<file path="config.mk">
export PLATFORM = sky130hd
export DESIGN_NAME = cosine_sequencer
export DESIGN_NICKNAME = d
export VERILOG_FILES = /design/src/rtl/cosine_pkg.sv /design/src/rtl/cosine_term_counter.sv /design/src/rtl/cosine_sequencer.sv
export SDC_FILE = /design/constraint.sdc
export NUM_CORES = 1
export LEC_CHECK = 0
export CORE_MARGIN = 3
export CORE_UTILIZATION = 40
export DETAILED_ROUTE_END_ITERATION = 16
export SYNTH_ARGS = -nofsm -noshare
export SYNTH_HDL_FRONTEND = slang
export SYNTH_HIERARCHICAL = 1
export SYNTH_SLANG_ARGS = --single-unit
</file>
<file path="constraint.sdc">
create_clock -name clk -period 2.4 [get_ports clk]
set_clock_uncertainty 0.2 [all_clocks]
set_input_delay 0.48 -clock clk [delete_from_list [all_inputs] [get_ports clk]]
set_output_delay 0.48 -clock clk [all_outputs]
set_load 0.01 [all_outputs]
</file>
<file path="src/rtl/cosine_pkg.sv">
// Shared definitions for the cosine/distance sequencer and its datapath.
// Both sides use the same state encoding.
package cosine_pkg;

  typedef enum logic [2:0] {
    STANDBY           = 3'd0,
    ALERT             = 3'd1,
    START_CALCULATION = 3'd2,
    ACCUMULATE_TERMS  = 3'd3,
    CALC_DISTANCE     = 3'd4
  } state_e;

  localparam int unsigned DEFAULT_NUM_TERMS     = 6;
  localparam int unsigned DEFAULT_ALERT_TIMEOUT = 16;

endpackage

</file>
<file path="src/rtl/cosine_term_counter.sv">
// 3-bit Taylor-term index counter with sync clear, enable and a terminal flag
// raised on the last term (count == NUM_TERMS-1).
module cosine_term_counter
  import cosine_pkg::*;
#(
  parameter int unsigned NUM_TERMS = DEFAULT_NUM_TERMS
) (
  input  logic       clk,
  input  logic       asyncclear_n,
  input  logic       i_clr,
  input  logic       i_en,
  output logic [2:0] o_count,
  output logic       o_terminal
);

  localparam logic [2:0] LAST_IDX = 3'(NUM_TERMS - 1);

  logic [2:0] r_count;

  // Clear wins over enable; the count never wraps because the sequencer
  // clears it when leaving AccumulateTerms.
  always_ff @(posedge clk or negedge asyncclear_n) begin
    if (!asyncclear_n) begin
      r_count <= '0;
    end else if (i_clr) begin
      r_count <= '0;
    end else if (i_en) begin
      r_count <= r_count + 3'd1;
    end
  end

  assign o_count    = r_count;
  assign o_terminal = (r_count == LAST_IDX);

endmodule

</file>
<file path="src/rtl/cosine_sequencer.sv">
// Sequencer driving the 3-bit state bus of the cosine/distance datapath:
// detect -> Alert (bounded wait for a sample) -> load -> NUM_TERMS term
// accumulations -> distance multiply, with a valid/ack result handshake.
module cosine_sequencer
  import cosine_pkg::*;
#(
  parameter int unsigned NUM_TERMS     = DEFAULT_NUM_TERMS,
  parameter int unsigned ALERT_TIMEOUT = DEFAULT_ALERT_TIMEOUT
) (
  input  logic       clk,
  input  logic       asyncclear_n,
  input  logic       detect,
  input  logic       sample_valid,
  input  logic       abort,
  input  logic       dp_done,
  input  logic       result_ack,
  output logic [2:0] state,
  output logic [2:0] term_idx,
  output logic       busy,
  output logic       result_valid,
  output logic       timeout
);

  localparam logic [7:0] ALERT_LAST = 8'(ALERT_TIMEOUT - 1);

  state_e     r_state;
  state_e     w_next_state;
  logic [7:0] r_alert_cnt;
  logic [7:0] w_next_alert_cnt;
  logic       r_timeout;
  logic       w_next_timeout;
  logic       r_busy;
  logic       r_result_valid;
  logic       w_next_result_valid;
  logic       r_rv_set;
  logic [2:0] w_term_count;
  logic       w_term_last;
  logic       w_term_clr;
  logic       w_term_en;

  // Term index runs only inside AccumulateTerms and is cleared on any exit,
  // so term_idx reads 0 everywhere else without extra output muxing.
  assign w_term_clr = (w_next_state != ACCUMULATE_TERMS);
  assign w_term_en  = (r_state == ACCUMULATE_TERMS);

  cosine_term_counter #(
    .NUM_TERMS (NUM_TERMS)
  ) u_term_counter (
    .clk          (clk),
    .asyncclear_n (asyncclear_n),
    .i_clr        (w_term_clr),
    .i_en         (w_term_en),
    .o_count      (w_term_count),
    .o_terminal   (w_term_last)
  );

  // Next-state, alert timer and timeout pulse; abort overrides everything.
  always_comb begin
    w_next_state     = r_state;
    w_next_alert_cnt = '0;
    w_next_timeout   = 1'b0;
    case (r_state)
      STANDBY: begin
        if (detect) w_next_state = ALERT;
      end
      ALERT: begin
        if (sample_valid) begin
          w_next_state = START_CALCULATION;
        end else if (r_alert_cnt == ALERT_LAST) begin
          w_next_state   = STANDBY;
          w_next_timeout = 1'b1;
        end else begin
          w_next_alert_cnt = r_alert_cnt + 8'd1;
        end
      end
      START_CALCULATION: w_next_state = ACCUMULATE_TERMS;
      ACCUMULATE_TERMS: begin
        if (w_term_last) w_next_state = CALC_DISTANCE;
      end
      CALC_DISTANCE: w_next_state = STANDBY;
      default:       w_next_state = STANDBY;
    endcase
    if (abort) begin
      w_next_state     = STANDBY;
      w_next_alert_cnt = '0;
      w_next_timeout   = 1'b0;
    end
  end

  // Result handshake: cleared on entry to StartCalculation or after an ack,
  // set once CalculateDistance completes without abort.
  always_comb begin
    w_next_result_valid = r_result_valid;
    if (r_result_valid && result_ack) w_next_result_valid = 1'b0;
    if (w_next_state == START_CALCULATION) w_next_result_valid = 1'b0;
    if (r_state == CALC_DISTANCE && !abort) w_next_result_valid = 1'b1;
  end

  // State and registered outputs.
  always_ff @(posedge clk or negedge asyncclear_n) begin
    if (!asyncclear_n) begin
      r_state        <= STANDBY;
      r_alert_cnt    <= '0;
      r_timeout      <= 1'b0;
      r_busy         <= 1'b0;
      r_result_valid <= 1'b0;
      r_rv_set       <= 1'b0;
    end else begin
      r_state        <= w_next_state;
      r_alert_cnt    <= w_next_alert_cnt;
      r_timeout      <= w_next_timeout;
      r_busy         <= (w_next_state != STANDBY);
      r_result_valid <= w_next_result_valid;
      r_rv_set       <= (r_state == CALC_DISTANCE) && !abort;
    end
  end

  // The datapath must report Done in the cycle the result becomes valid.
  a_done_consistent : assert property (
    @(posedge clk) disable iff (!asyncclear_n) r_rv_set |-> dp_done
  );

  assign state        = r_state;
  assign term_idx     = w_term_count;
  assign busy         = r_busy;
  assign result_valid = r_result_valid;
  assign timeout      = r_timeout;

endmodule

</file>
Fig. 1: run 1, power grid
Bar = 20 um. Pins as bars on the die edge.
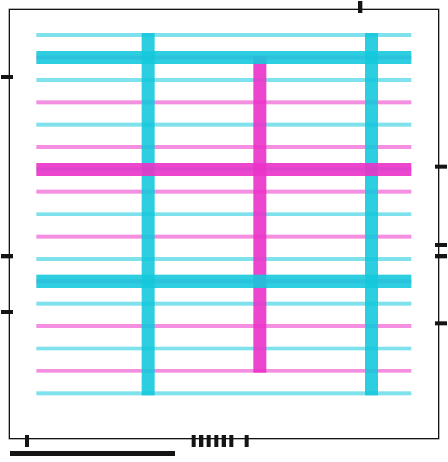
color	net
magenta	VDD
cyan	VSS
met5 straps	3
rows	16

Fig. 2: run 1, cell classes on the final placement
Bar = 20 um.
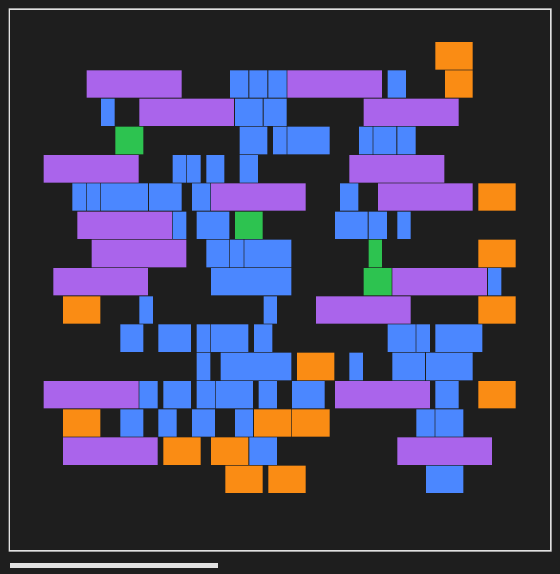
color	class	cells
green	clock drivers and dummy loads	4
orange	remaining buffers and delay cells	15
blue	remaining logic cells	63
purple	registers	17

Fig. 3: run 1, routed clock nets over the placement
Bar = 20 um.
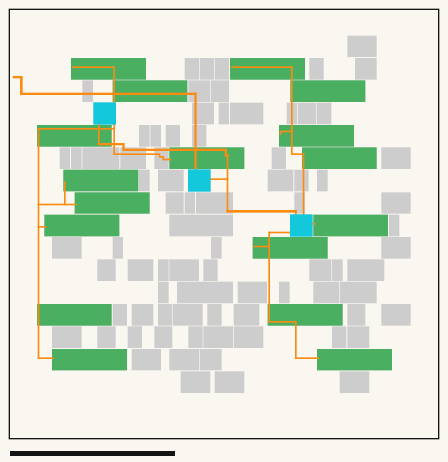
[green] flip-flops | count: 17
[cyan] clock-net drivers | count: 3
[orange] clock wires | length: 201 um
routed clock nets	4
Clock Power: 0.000148 W
clock power share: 29.0%
worst-skew pair later-pin latency: 0.29 ns

==> impl_metrics.toml, run 1 <==
# implementation run metrics
[synthesis]
synth_cell_types = 29
mux_share_pct = 0
ys_area_um2 = 847.1
syn-num-nets = 90
synth_seq_share_pct = 50.22
xor_area_share_pct = 2.068
synth_top_flop_cell = "dfrtp_1"
ys_sh_simple_pct = 19.35
synthAoiAreaFrac_pct = 21.27
top_area_share_pct = 50.22
syn_inst = 80
ys_warn_count = 6

[critical_path]
cp.required_ns = 1.72
r2r_cells = 6
rrSetupSlack_ns = 0.44
startpoint = "state[2]"
cp_top_family = "buffers and inverters"
end_kind = "output pin"
crit_buf_inv = 1
endpoint = "state[2]"
critPathMaxFanout = 6

[finish]
largest_register = "r_alert_cnt"
inverters = 6
fillerInstances = 189
finish.instance_area_um2 = 1055
flops = 17
n_antenna_cell = 0
drive_gt1_share_pct = 11.11
comb_area_um2 = 399.1
logic_gate_count = 57
finalNonFillerCells = 126
utilization_pct = 53.22
regArea_um2 = 425.4
clk_share_pct = 2.491
largest_register_ffs = 8
seq_share_pct = 40.33
mostFrequentLayoutCells = "dfrtp_1, clkdlybuf4s50_1, a21oi_1"

[grt]
antenna_found_initial = 0
use_met3_pct = 6.017
track_usage_pct = 14.52
overflow = 0
grt_first_pass_wirelength_um = 2877
met1_usage_pct = 18.74

[detailed_routing]
routed-wl-met3_um = 69
highest_layer = "met4"
wl_met2_um = 746
wirelength_um = 1596
firstDrtPassIters = 4

[clocking]
ctsHoldBuffers = 0
ctsResizeCount = 0
clkTransAtPathRegs_ns = 0.09
cts_tree = "built"
cts_buffer_depth = 2
cts.sinks = 17
cts-root-buf = "clkbuf_4"
cts_buffers = 3

[place]
io_buffers = 14
dpl_worst_slack_ns = 0.1746
placed_area_um2 = 1028
dpl.hpwl_um = 1205

[power]
power.density_nw_per_um2 = 483.8
p_comb_w = 0.0000621
peakVddDrop_uv = 318.1
seqPwrFrac_pct = 58.8

[job]
tool_warnings = 28
cap_violations = 0

[timing]
max_freq_mhz = 487.3
rsz0062_at_grt = "no"
whs_ns = 0.3089
finalWorstSetupSlack_ns = 0.3479

[die]
rows = 16
chipArea_um2 = 2706
die_y_um = 52.02
io_pins = 16

[run_status]
status = "completed"
## Run 2: what changed since run 1
Settings changed: SLEW_MARGIN from default to 20.
Clock period 2.4 ns to 2.7 ns, I/O delays scaled along.
Fig. 4: run 2, metal layers overlaid
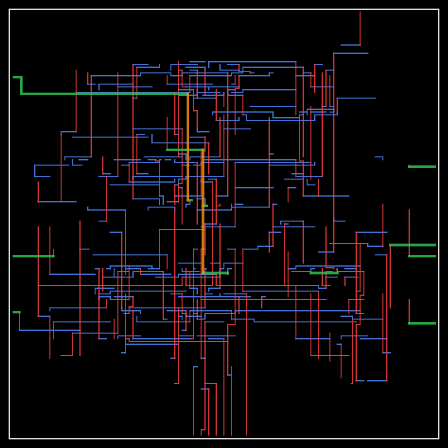
color	layer	wire length
green	M3	54.4 um
blue	M1	786 um
red	M2	781 um
orange	M4	27.9 um
total global-route track usage: 14.90%
DRT Wirelength: 1648 um
DR vias: 665
DR WL/cell: 13.18 um

Fig. 5: run 2, routing congestion map
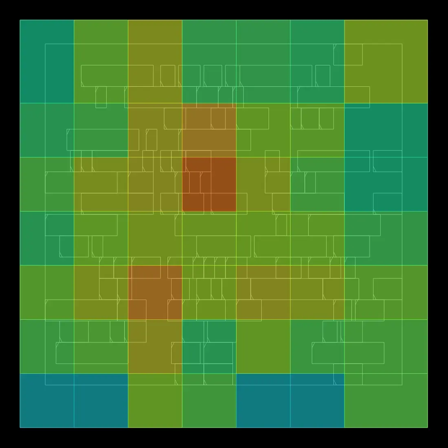
Top Usage Layer GRT: met2
GR Layer Usage met3: 3.438%

==> impl_metrics.toml, run 2 <==
# implementation run metrics
[critical_path]
critPathMaxFanout = 6
rrSetupSlack_ns = 0.75
startpoint = "state[2]"
cp_top_family = "buffers and inverters"
endpoint = "state[2]"
crit_buf_inv = 1
end_kind = "output pin"
r2r_cells = 6
cp.required_ns = 1.96

[run_status]
status = "completed"

[synthesis]
top_area_share_pct = 50.22
mux_share_pct = 0
ys_sh_simple_pct = 19.35
ys_cells = 80
synthAoiAreaFrac_pct = 21.27
syn_inst = 80
xor_area_share_pct = 2.068
synth_seq_share_pct = 50.22
ys_warn_count = 6
ys_area_um2 = 847.1
synth_top_flop_cell = "dfrtp_1"
syn-num-nets = 90

[power]
p_clk_w = 0.000135
power.density_nw_per_um2 = 435.2
seqPwrFrac_pct = 58.5
p_comb_w = 0.0000539
peakVddDrop_uv = 204.9
largestPowerGroup = "sequential cells"

[finish]
largest_register = "r_alert_cnt"
mostFrequentLayoutCells = "dfrtp_1, clkdlybuf4s50_1, a21oi_1"
comb_area_um2 = 399.1
finalNonFillerCells = 125
largest_register_ffs = 8
fillerInstances = 196
flops = 17
seq_share_pct = 40.62
nonClkBufAreaFrac_pct = 13.38
n_antenna_cell = 0
finish.instance_area_um2 = 1047
inverters = 6
logic_gate_count = 57
drive_gt1_share_pct = 10.20
regArea_um2 = 425.4
utilization_pct = 52.84

[detailed_routing]
firstDrtPassIters = 4
antenna_left = 0
routed-wl-met3_um = 54
drc = 0
highest_layer = "met4"
wl_met2_um = 780

[timing]
max_freq_mhz = 475.5
whs_ns = 0.3039
finalWorstSetupSlack_ns = 0.5969
rsz0062_at_grt = "no"

[die]
chipArea_um2 = 2706
chipWidth_um = 52.02
die_y_um = 52.02
io_pins = 16
rows = 16

[place]
placed_area_um2 = 1021
io_buffers = 14

[job]
cap_violations = 0
tool_warnings = 28

[clocking]
cts-root-buf = "clkbuf_4"
clock_latency_ns = 0.29
cts_buffer_depth = 2
cts_buffers = 3
cts_tree = "built"
ctsHoldBuffers = 0
clkTransAtPathRegs_ns = 0.10
cts.sinks = 17
ctsResizeCount = 0

[grt]
overflow = 0
met1_usage_pct = 21.16
antenna_found_initial = 0
Power is estimated from default activity; no workload was simulated.
